File: src/rtl/mux_arb_pkg.sv
// Shared types and constants for the round-robin 2:1 mux arbiter.
// Latency: none (declarations only).
// Backpressure: not applicable.
package mux_arb_pkg;

    typedef enum logic [1:0] {
        ST_IDLE    = 2'b00,
        ST_GRANT_A = 2'b01,
        ST_GRANT_B = 2'b10
    } state_t;

    localparam logic SEL_A = 1'b0;
    localparam logic SEL_B = 1'b1;

    // Beat counter width: enough bits to count 0..max_burst-1, never narrower than 1.
    function automatic int bcnt_width(input int max_burst);
        return (max_burst <= 2) ? 1 : $clog2(max_burst);
    endfunction

endpackage

File: src/rtl/mux_2_to_1.sv
// Single-bit 2:1 multiplexer, i_sel=0 picks i_a, i_sel=1 picks i_b.
// Latency: combinational.
// Backpressure: none; pure datapath.
module mux_2_to_1 (
    input  logic i_a,
    input  logic i_b,
    input  logic i_sel,
    output logic o_y
);

    assign o_y = i_sel ? i_b : i_a;

endmodule

File: src/rtl/mux_2_to_1_arbiter.sv
// Round-robin arbiter steering two requesters through a shared 2:1 mux to one consumer.
// Latency: grant one cycle after a request is seen in IDLE; data path combinational from the grant.
// Backpressure: OUT_READY=0 stalls state, beat count and select; burst limit only applies under contention.
module mux_2_to_1_arbiter
    import mux_arb_pkg::*;
#(
    parameter int WIDTH     = 8,
    parameter int MAX_BURST = 4
) (
    input  logic             CLK,
    input  logic             RST_N,
    input  logic             REQ_A,
    input  logic             REQ_B,
    input  logic [WIDTH-1:0] A,
    input  logic [WIDTH-1:0] B,
    output logic             GNT_A,
    output logic             GNT_B,
    output logic             SEL,
    output logic             OUT_VALID,
    input  logic             OUT_READY,
    output logic [WIDTH-1:0] OUTPUT,
    output logic [WIDTH-1:0] OUTPUT_BAR
);

    localparam int            BW        = bcnt_width(MAX_BURST);
    localparam logic [BW-1:0] BCNT_LAST = BW'(MAX_BURST - 1);

    state_t          r_state;
    state_t          w_next;
    logic            r_last;
    logic            w_last_next;
    logic [BW-1:0]   r_bcnt;
    logic [BW-1:0]   w_bcnt_next;
    logic            w_xfer;
    logic            w_burst_end;
    logic [WIDTH-1:0] w_mux;

    // Grant and select are pure decodes of the state register, so they cannot glitch.
    assign GNT_A = (r_state == ST_GRANT_A);
    assign GNT_B = (r_state == ST_GRANT_B);
    assign SEL   = (r_state == ST_GRANT_B) ? SEL_B : SEL_A;

    assign OUT_VALID   = (GNT_A & REQ_A) | (GNT_B & REQ_B);
    assign w_xfer      = OUT_VALID & OUT_READY;
    assign w_burst_end = w_xfer && (r_bcnt == BCNT_LAST);

    // Next-state: round-robin tie break in IDLE, direct handover on release or burst limit.
    always_comb begin
        w_next = r_state;
        case (r_state)
            ST_IDLE: begin
                if (REQ_A && REQ_B)
                    w_next = (r_last == SEL_B) ? ST_GRANT_A : ST_GRANT_B;
                else if (REQ_A)
                    w_next = ST_GRANT_A;
                else if (REQ_B)
                    w_next = ST_GRANT_B;
            end
            ST_GRANT_A: begin
                if (!REQ_A)
                    w_next = REQ_B ? ST_GRANT_B : ST_IDLE;
                else if (w_burst_end && REQ_B)
                    w_next = ST_GRANT_B;
            end
            ST_GRANT_B: begin
                if (!REQ_B)
                    w_next = REQ_A ? ST_GRANT_A : ST_IDLE;
                else if (w_burst_end && REQ_A)
                    w_next = ST_GRANT_A;
            end
            default: w_next = ST_IDLE;
        endcase
    end

    // Beat counter and last-winner: restart on any state change, count accepted beats while holding.
    always_comb begin
        w_last_next = r_last;
        w_bcnt_next = r_bcnt;
        if (w_next != r_state) begin
            w_bcnt_next = '0;
            if (w_next == ST_GRANT_A)
                w_last_next = SEL_A;
            else if (w_next == ST_GRANT_B)
                w_last_next = SEL_B;
        end else if (w_xfer) begin
            // Uncontested side wraps and keeps the grant.
            w_bcnt_next = (r_bcnt == BCNT_LAST) ? '0 : r_bcnt + BW'(1);
        end
    end

    // State registers with synchronous active-low reset; B marked last so A wins the first tie.
    always_ff @(posedge CLK) begin
        if (!RST_N) begin
            r_state <= ST_IDLE;
            r_last  <= SEL_B;
            r_bcnt  <= '0;
        end else begin
            r_state <= w_next;
            r_last  <= w_last_next;
            r_bcnt  <= w_bcnt_next;
        end
    end

    for (genvar i = 0; i < WIDTH; i++) begin : g_mux
        mux_2_to_1 u_mux (
            .i_a   (A[i]),
            .i_b   (B[i]),
            .i_sel (SEL),
            .o_y   (w_mux[i])
        );
    end

    // Bus reads as zero whenever no beat is offered.
    assign OUTPUT     = OUT_VALID ? w_mux : '0;
    assign OUTPUT_BAR = ~OUTPUT;

endmodule

File: config.mk
export PLATFORM = sky130hd
export DESIGN_NAME = mux_2_to_1_arbiter
export DESIGN_NICKNAME = d
export VERILOG_FILES = /design/src/rtl/mux_arb_pkg.sv /design/src/rtl/mux_2_to_1.sv /design/src/rtl/mux_2_to_1_arbiter.sv
export SDC_FILE = /design/constraint.sdc
export NUM_CORES = 1
export LEC_CHECK = 0
export ABC_AREA = 1
export CAP_MARGIN = 20
export CORE_MARGIN = 2
export CORE_UTILIZATION = 34
export CTS_CLUSTER_SIZE = 12
export DETAILED_ROUTE_END_ITERATION = 10
export GPL_ROUTABILITY_DRIVEN = 0
export MAX_ROUTING_LAYER = met4
export PLACE_DENSITY_LB_ADDON = 0.15
export SLEW_MARGIN = 5
export SYNTH_ARGS = -nofsm -noshare
export SYNTH_HDL_FRONTEND = slang
export SYNTH_SLANG_ARGS = --single-unit
export TNS_END_PERCENT = 1
File: constraint.sdc
create_clock -name CLK -period 2 [get_ports CLK]
set_input_delay 0.6 -clock CLK [delete_from_list [all_inputs] [get_ports CLK]]
set_output_delay 0.6 -clock CLK [all_outputs]
set_load 0.005 [all_outputs]
### Placement by cell class, run 1

(12 px per um)
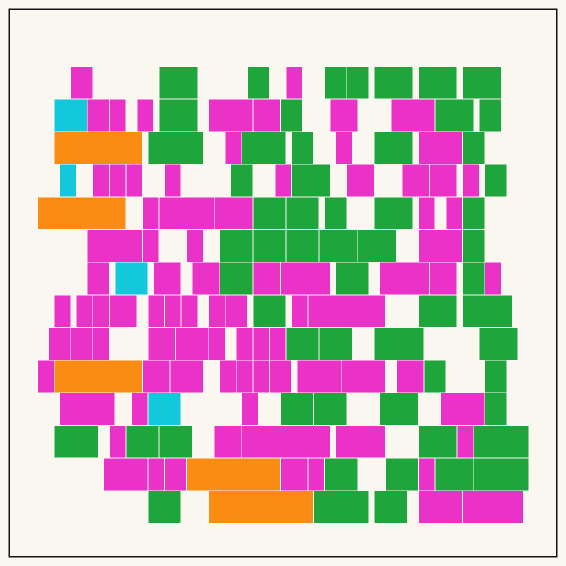
Orange stands for flip-flops, cells 5. Green stands for other buffers and delay cells, cells 58. Magenta stands for all other logic, cells 85. Cyan stands for clock drivers and dummy loads, cells 4.

### Wire density map, run 1

(6 px per um) The die is cut into 9 by 9 equal tiles; dark purple is low, yellow is high, scaled to the fullest tile. Values are wire area over tile area, all layers added.
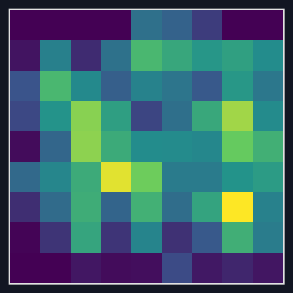
The mean over all tiles is 0.16. 11% of the tiles are nearly empty. The densest ninth of the die: middle right. 32% of the tiles are over half the peak. The fullest tile reaches 0.43.

### Clock nets, run 1

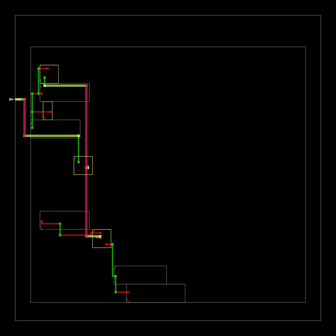
number of CTS-inserted buffers: 3
clock sinks: 5
FFs & Latches: 5
source-to-sink clock delay at the later pin of the worst-skew pair: 0.24 ns
worst clock skew: 0.00228 ns

==> run notes, run 1 <==
The synthesis and place-and-route flow finished, so here is a summary.

The run finished, with violations left. The checks that failed: setup timing. The overall power after layout came out at 0.761 mW. The overall track demand over capacity in global routing is 0.215. Hold analysis lists the worst path endpoint as r_bcnt[1]$_SDFFE_PP0N_. The required time at the worst-slack endpoint is 1.40 ns. Among all stages on the critical path, the maximum delay recorded is 0.36 ns. The logs give a warning total of 28. The fraction of power consumed by sequential logic came out at 0.193. The share of cell area taken by flip-flops and latches came out at 0.0935. The number of H-tree levels is 1. The overall via count from detail_route is 802.

The pin closest to its max-slew limit shows a slew of 0.365 ns. The floorplan core area came out at 1560 um2. The clock buffer instance count of the final layout came out at 4. The number of max-slew violations in the final report is 0. The number of setup buffers added after CTS is 1. The post-route fraction of the period consumed by the critical path is 1.02. After clock tree synthesis, the flow added hold-fix buffers numbering 0. The register area share after synthesis is 0.171. The dominant synthesized flop cell is dfxtp_1. The number of instances on the worst hold path is 2. The chip height came out at 45.5 um. The adder and majority cell fraction of the synthesized area came out at 0.0427. The total area of sequential cells came out at 105 um2. Of the total synthesized cell area, the portion taken by XOR and XNOR cells is 0.

The netlist area before placement came out at 586 um2. The wire length of the first global-routing pass came out at 3130 um. The number of tap cells inserted came out at 16.

The clock input transition at the sequential cells of the worst setup and hold paths came out at 0.04 ns. The synthesized netlist net count came out at 115. Using the TritonRoute via totals, the vias-per-cell ratio works out to 4.77. The fmax is 492 MHz. Signal routing reaches up to met4.

The cell count of the worst reg-to-reg path came out at 14. The mux contribution to synthesized area is 0.137. The fraction of layout cells with a size suffix above 1 is 0.434. The floorplan step defined a die boundary enclosing 2070 um2. Per the detail_route log, met2 wirelength is 1000 um. Entering global routing, the biggest net connects 10 pins.

Across all register-to-register paths, the minimum setup slack is 0.16 ns. STA classifies the critical path startpoint as a flop. The pre-antenna-repair detailed-routing pass consisted of 4 iterations. The maximum net fanout on the critical path is 8. The post-layout worst setup margin is -0.0328 ns. For reference, the critical path cell chain is buf_4 > inv_2 > nand3_2 > nand2_4 > inv_4 > nor2_4 > inv_1 > clkdlybuf4s15_2.

The switching part of the total is 0.413. Sorting the Yosys area breakdown by cell type puts at the top dfxtp_1. The net load switching power is 0.314 mW.

As logged by OpenROAD, the buffers inserted on ports number 40. For this run, the share of the core covered by cells in the final layout is 0.721. The number of endpoints failing setup at the final stage is 1.

The overall overflow remaining after global route is 0. The post-synth tally of flip-flops with integrated enable came out at 0. By instance count, the leading cell after synthesis is inv_1. The sequential-cell power consumption came out at 0.146 mW. The power density normalized to cell area came out at 677 nW/um2.

The number of gates resized after CTS was 92. The average detailed-routed wire length per instance came out at 12.0 um. After legalization and detailed placement, the total HPWL measured 1610 um.

The main area contributors are dfxtp_1, mux2i_1, inv_1, nand2_1, nor2_1. The clock tree cell share of total cell area came out at 0.0234. The number of violations of the max-capacitance limit came out at 0. The summed negative setup slack over all endpoints came out at -0.0328 ns. The wire length recorded after detailed routing is 2010 um. The area growth from synthesis to layout is 91.9%. The number of cell instances after yosys synthesis came out at 92. The peak-usage layer in the global routing report is met2.

For this run, the chip area from Yosys synthesis comes to 586 um2.
[run 1: how the worst max path moves through the flow]
stage	from	to	slack (ns)	depth (start not counted)
2_1_floorplan	REQ_B	r_last$_SDFFE_PN1P_	0.31	11
3_3_place_gp	REQ_B	OUTPUT[3]	-0.61	6
3_5_place_dp	REQ_B	OUTPUT[1]	-0.66	6
4_1_cts	r_state[0]$_SDFF_PN0_	GNT_B	-0.05	5
5_1_grt	r_state[1]$_SDFF_PN0_	OUTPUT_BAR[1]	-0.11	8
6_report	r_state[1]$_SDFF_PN0_	OUTPUT_BAR[1]	-0.03	8
[run 1: critical path: cells and delay by family (launching register included)]
kind	cells	cell delay, ns
buffers and inverters	5	0.52
flip-flops	1	0.36
AND/OR/NAND/NOR	3	0.30
==> run 2, diff against run 1 <==
--- a/config.mk
+++ b/config.mk
@@ -14,7 +14,6 @@
 export GPL_ROUTABILITY_DRIVEN = 0
 export MAX_ROUTING_LAYER = met4
 export PLACE_DENSITY_LB_ADDON = 0.15
-export SLEW_MARGIN = 5
 export SYNTH_ARGS = -nofsm -noshare
 export SYNTH_HDL_FRONTEND = slang
 export SYNTH_SLANG_ARGS = --single-unit
### Placement by cell class, run 2

(12 px per um)
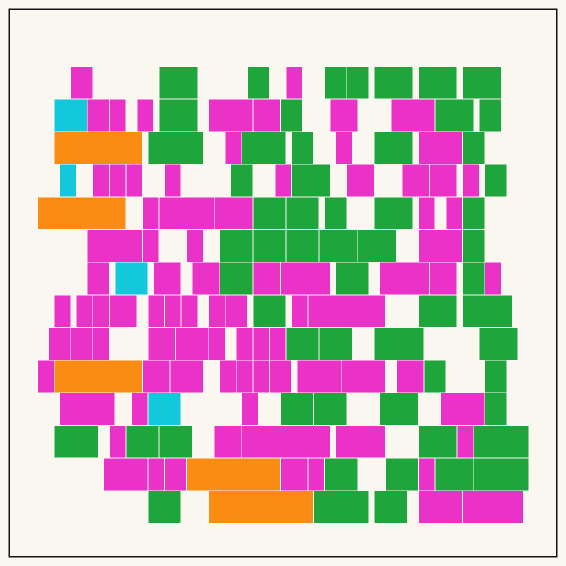
final non-filler cell area: 1120 um2
floorplan core area: 1560 um2

### Pin placement, run 2

(8 px per um) Pins as bars across the die edge, other pins in gray.
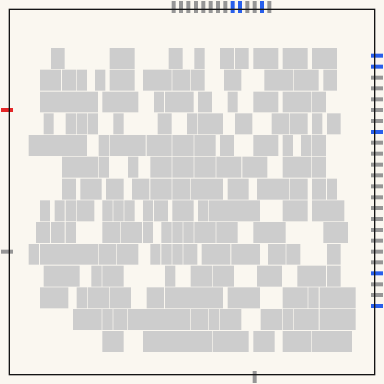
Red stands for CLK, pins 1, direction input, edge left. Blue stands for A, pins 8, direction input, edge 5 right, 3 top.

==> run 2 against run 1 <==
Compared with the run above: the flow still finishes with violations (setup timing); total power unchanged; clock skew unchanged; critical path depth did not move; via count did not move; non-clock buffer count is the same; sequential cell count stayed put; die size is the same; global-route usage unchanged; cell area unchanged.
==> run notes, run 2 <==
The synthesis and place-and-route flow finished, so here is a summary.

The average detailed-routed wire length per instance was 12.0 um (unchanged). The slew at the pin with the worst max-slew slack is 0.365 ns (unchanged). The critical path starts at r_state[1]$_SDFF_PN0_. The required time at the worst-slack endpoint came out at 1.40 ns (about the same). The overall track demand over capacity in global routing came out at 0.215 (unchanged). The peak-usage layer in the global routing report is met2. The number of cell instances after yosys synthesis is 92 (unchanged). The fraction of layout cells with a size suffix above 1 is 0.434 (unchanged). The layout overhead on the synthesized area was 91.9% (unchanged). The count of port buffers added during placement came out at 40 (unchanged). The cell sequence reported for the critical path is buf_4 > inv_2 > nand3_2 > nand2_4 > inv_4 > nor2_4 > inv_1 > clkdlybuf4s15_2. The length of the first detailed-routing pass in iterations is 4 (unchanged). The overall power after layout is 0.761 mW (unchanged). The post-layout worst setup margin is -0.0328 ns (unchanged). The number of violations of the max-capacitance limit came out at 0 (unchanged). The flow ran to the end, but the final reports show violations. The estimated wirelength of the detail-placed design came out at 1610 um (unchanged). The family with the most delay on the worst path is buffers and inverters. The fmax came out at 492 MHz (unchanged). The number of CTS-inserted buffers came to 3 (unchanged).

The delay of the slowest critical-path stage is 0.36 ns (about the same). The synthesized netlist net count is 115 (unchanged). The pin count of the biggest net entering global routing came to 10 (unchanged).

The worst setup path is launched from a flop. In the synthesized netlist the dominant register cell turns out to be dfxtp_1. The number of H-tree levels is 1 (unchanged).

The main area contributors are dfxtp_1, mux2i_1, inv_1, nand2_1, nor2_1. The checks that failed: setup timing. The TritonCTS sink count was 5 (unchanged). The clock latency reported for the late side of the worst-skew pair is 0.24 ns (about the same).

The count of cell instances traversed by the critical path came out at 8 (unchanged). The final worst clock skew came out at 0.00228 ns (unchanged). OpenSTA lists the critical path endpoint as OUTPUT_BAR[1]. The clock input transition at the sequential cells of the worst setup and hold paths is 0.04 ns (about the same). The endpoint of the worst hold path is reported as r_bcnt[1]$_SDFFE_PP0N_. Signal routing reaches up to met4.

The total detailed-routing wirelength came out at 2010 um (unchanged). The number of endpoints failing setup at the final stage is 1 (unchanged). The maximum net fanout on the critical path is 8 (unchanged). The sum of met2 wire segment lengths after detailed routing is 1000 um (unchanged). The summed negative setup slack over all endpoints came out at -0.0328 ns (unchanged). The cell count of the worst reg-to-reg path was 14 (unchanged). The wire length of the first global-routing pass is 3130 um (unchanged). The adder and majority cell fraction of the synthesized area is 0.0427 (unchanged). The OpenROAD warning count came out at 28 (unchanged).

The post-synth tally of flip-flops with integrated enable is 0 (unchanged). The overall overflow remaining after global route is 0 (unchanged). Looking at the gate-level netlist, the highest instance count belongs to inv_1. The cell type that accounts for the most area after synthesis is dfxtp_1. The average vias per placed instance is 4.77 (unchanged).

The total die area came out at 2070 um2 (unchanged).
[run 2: power breakdown]
| group | switching, mW | internal, mW |
|---|---|---|
| Sequential | 0.0236 | 0.123 |
| Combinational | 0.249 | 0.248 |
| Clock | 0.0420 | 0.0755 |
[run 2: cell families after synthesis]
family / Yosys count
mux: 8
flops: 5
simple gates: 47
buf+inv: 23
fa+ha+maj: 2
compound gates: 7
[run 2: timing repair]
action | CTS | global route
hold buffers | 0 | 0
setup buffers | 1 | 0
hold endpoints to repair | 0 | 0
pin swaps | 10 | 0
endpoints found under the setup margin | 22 | 19
resized | 92 | 14
[run 2: area by class of cell]
type	count	area, um2
sequential	5	105
inverter	21	83.8
tap	16	20.0
multi-input combinational	64	440
clock buffer	4	26.3
timing repair buffer	58	448
fill	133	435
### Metal 3, run 2

(10 px per um)
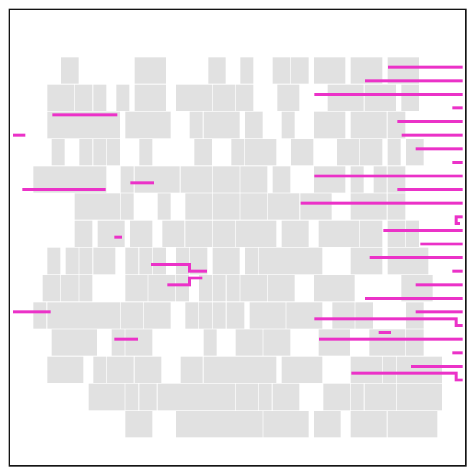

==> run 3, diff against run 2 <==
--- a/config.mk
+++ b/config.mk
@@ -5,15 +5,15 @@
 export SDC_FILE = /design/constraint.sdc
 export NUM_CORES = 1
 export LEC_CHECK = 0
-export ABC_AREA = 1
 export CAP_MARGIN = 20
 export CORE_MARGIN = 2
-export CORE_UTILIZATION = 34
+export CORE_UTILIZATION = 33
 export CTS_CLUSTER_SIZE = 12
 export DETAILED_ROUTE_END_ITERATION = 10
 export GPL_ROUTABILITY_DRIVEN = 0
 export MAX_ROUTING_LAYER = met4
 export PLACE_DENSITY_LB_ADDON = 0.15
+export SETUP_SLACK_MARGIN = 0.1
 export SYNTH_ARGS = -nofsm -noshare
 export SYNTH_HDL_FRONTEND = slang
 export SYNTH_SLANG_ARGS = --single-unit
### Metal 3, run 3

(12 px per um)
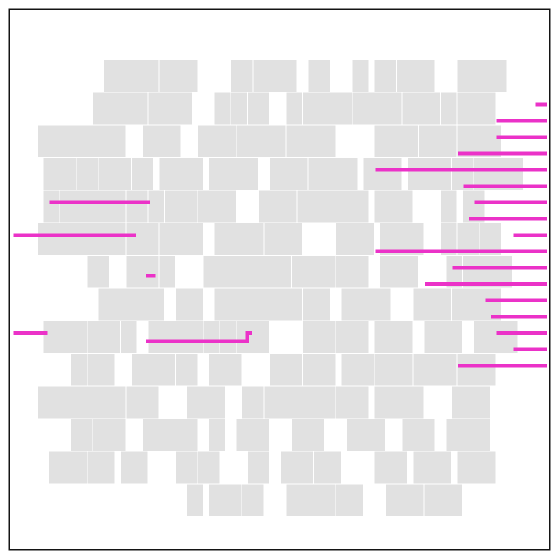
The wires run mostly horizontal. The layer holds 6.9% of the routed length. 20 nets have wire on it. The layer carries 135 um of wire. The longest straight run is 14.0 um.

==> run 3 against run 2 <==
Compared with the run above: the flow still finishes with violations (setup timing); routed wire length down 2.2%; combinational power down 59%; count of clock-buffer cells in the layout unchanged.
==> run notes, run 3 <==
The synthesis and place-and-route flow finished, so here is a summary.

The total area of sequential cells came out at 100 um2 (-4.8%). The power in the clock group came out at 0.121 mW (+3%). The sequential cell count of the final layout is 5 (unchanged).

The largest area contributor in the netlist is dfxtp_1. The layout overhead on the synthesized area came out at 108%. The overall power after layout is 0.432 mW (-43%).

The number of max-slew violations in the final report is 0. The non-clock buffering overhead in the final layout is 0.454 (+0.0557). The number of endpoints failing setup at the final stage came out at 15 (+14). The count of multi-input combinational gates came to 53 (-17%).

The count of cell instances traversed by the critical path came to 7 (-1). The sum of met2 wire segment lengths after detailed routing is 1090 um (+8.5%). The required time at the worst-slack endpoint is 1.40 ns (about the same). The critical-path cell with the highest stage delay is and3b_2. The fmax is 467 MHz (-5.0%). The nature of the critical path startpoint is an input port.

The share of cell area taken by flip-flops and latches is 0.0870 (-0.00658). The pin count of the biggest net entering global routing came out at 8 (-2). The number of fill cells in the layout came to 124 (-6.8%).

The biggest slice of the total power is consumed by combinational logic. The post-layout minimum cycle time came out at 2.14 ns. The wire length of the first global-routing pass came out at 2880 um (-8.1%). The count of different cell masters after synthesis came out at 32.

The clock latency reported for the late side of the worst-skew pair is 0.25 ns (about the same). The post-layout worst setup margin is -0.141 ns (-0.108 ns). The share of the final layout cell area in multi-input gates is 0.375 (-0.0170). The final reports fail on setup timing. For this block, the initial DRC count from the detailed router was 3.

The overall overflow remaining after global route was 0 (unchanged). The number of global-route vias before repair came out at 665. Setup repair after global routing could not meet its margin everywhere. The count of inverters other than clock inverters in the layout came out at 12 (-43%). The synthesized netlist net count is 96 (-17%). The number of CTS-inserted buffers was 3 (unchanged).

The number of buffers inserted for hold repair after clock tree synthesis is 0 (unchanged). The length of the first detailed-routing pass in iterations came out at 2 (-2). The sequential-cell power consumption came to 0.108 mW (-26%). The number of H-tree levels was 1 (unchanged). The cell count of the worst reg-to-reg path came to 8 (-6). The average detailed-routed wire length per instance is 13.0 um (+8.8%). The flow ran to the end, but the final reports show violations. The final worst clock skew was 0.0101 ns (+0.00782 ns).

The combinational power is 0.203 mW (-59%). The cell area after layout was 1150 um2 (+2.4%). Yosys instantiated no cell more often than inv_1. The net load switching power came to 0.129 mW (-59%). The count of port buffers added during placement is 40 (unchanged). The internal power is 0.303 mW (-32%).

Ranked by total cell area, the synthesized netlist is headed by dfxtp_1, mux2i_1, or2_2, inv_1, ha_1. The total die area is 2020 um2 (-2.5%). The overall track demand over capacity in global routing came out at 0.199 (-0.0161). The most critical setup path has its endpoint at OUTPUT[4]. The TritonCTS sink count was 5 (unchanged). The fraction of layout cells with a size suffix above 1 came out at 0.489 (+0.0547). The leading cell category by total area is buffers. The clock input transition at the sequential cells of the worst setup and hold paths is 0.04 ns (about the same). The delay of the slowest critical-path stage is 0.25 ns (-0.11 ns). The commonest register cell is dfxtp_1. The number of violations of the max-capacitance limit came out at 0 (unchanged). The clock network fraction of design power came out at 0.281 (+0.127).

The peak-usage layer in the global routing report is met2. The OpenROAD warning count is 29 (+3.6%). The clock tree cell share of total cell area came to 0.0228 (-0.000559). The setup check on the worst reg-to-reg path leaves a slack of 0.01 ns. Per STA, the worst path accumulates the most delay in the family simple AND/OR/NAND/NOR gates. The switching part of the total came out at 0.298 (-0.115).

The clock buffer instance count of the final layout was 4 (unchanged). The number of tap cells inserted was 16 (unchanged). The slew at the pin with the worst max-slew slack is 0.291 ns (-0.0740 ns). The floorplan core area is 1540 um2 (-1.1%).

The area occupied by multi-input gates came to 432 um2 (-2.0%). The average vias per placed instance was 4.93 (+3.4%). The top-level port count came out at 41. Leaving out fill and tap cells, the most frequent cells in the layout are dlygate4sd2_1, buf_4, buf_6. Routed signal wires occupy layers up through met4. The number of cell instances after yosys synthesis came out at 73 (-21%).

The maximum net fanout on the critical path is 5 (-3). The fraction of power consumed by sequential logic came out at 0.249 (+0.056). Traced cell by cell, the critical path runs through buf_6 > and3b_2 > a21oi_4 > or2_4 > buf_6 > inv_2 > buf_2. The launch point of the critical path is REQ_A. The area share of the largest cell type after synthesis is 0.181.
### Pin placement, run 3

(8 px per um) Pins as bars across the die edge, other pins in gray.
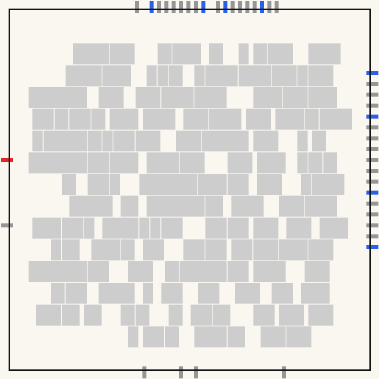
Red stands for CLK, pins 1, direction input, edge left. Blue stands for A, pins 8, direction input, edge 4 top, 4 right.

## run 3: cell types whose count changed in the layout (fill, tap and decap cells not counted), sizes merged, moves of 2 or more
cell,change
a211oi,-2
and3,+3
buf,+3
dlymetal6s2s,-2
inv,-9
nand2,-16
nand2b,+2
nand3,-4
nand4,-2
nor2,-16
o21ai,+3
or2,+8
## run 3: repair_timing
| action | 4_1_cts | 5_1_grt |
|---|---|---|
| gates resized | 98 | 16 |
| endpoints found under the setup margin | 21 | 20 |
| pin swaps | 9 | 9 |
| setup buffers | 6 | 2 |
| cloned | 1 | 0 |
## run 3: kinds of logic after synthesis
family          Yosys count  synth area share
compound gates           11             0.127
flops                     5             0.181
simple gates             30             0.335
buf+inv                  16             0.147
fa+ha+maj                 2            0.0452
mux                       9             0.165
Power and IR drop assume default switching activity.
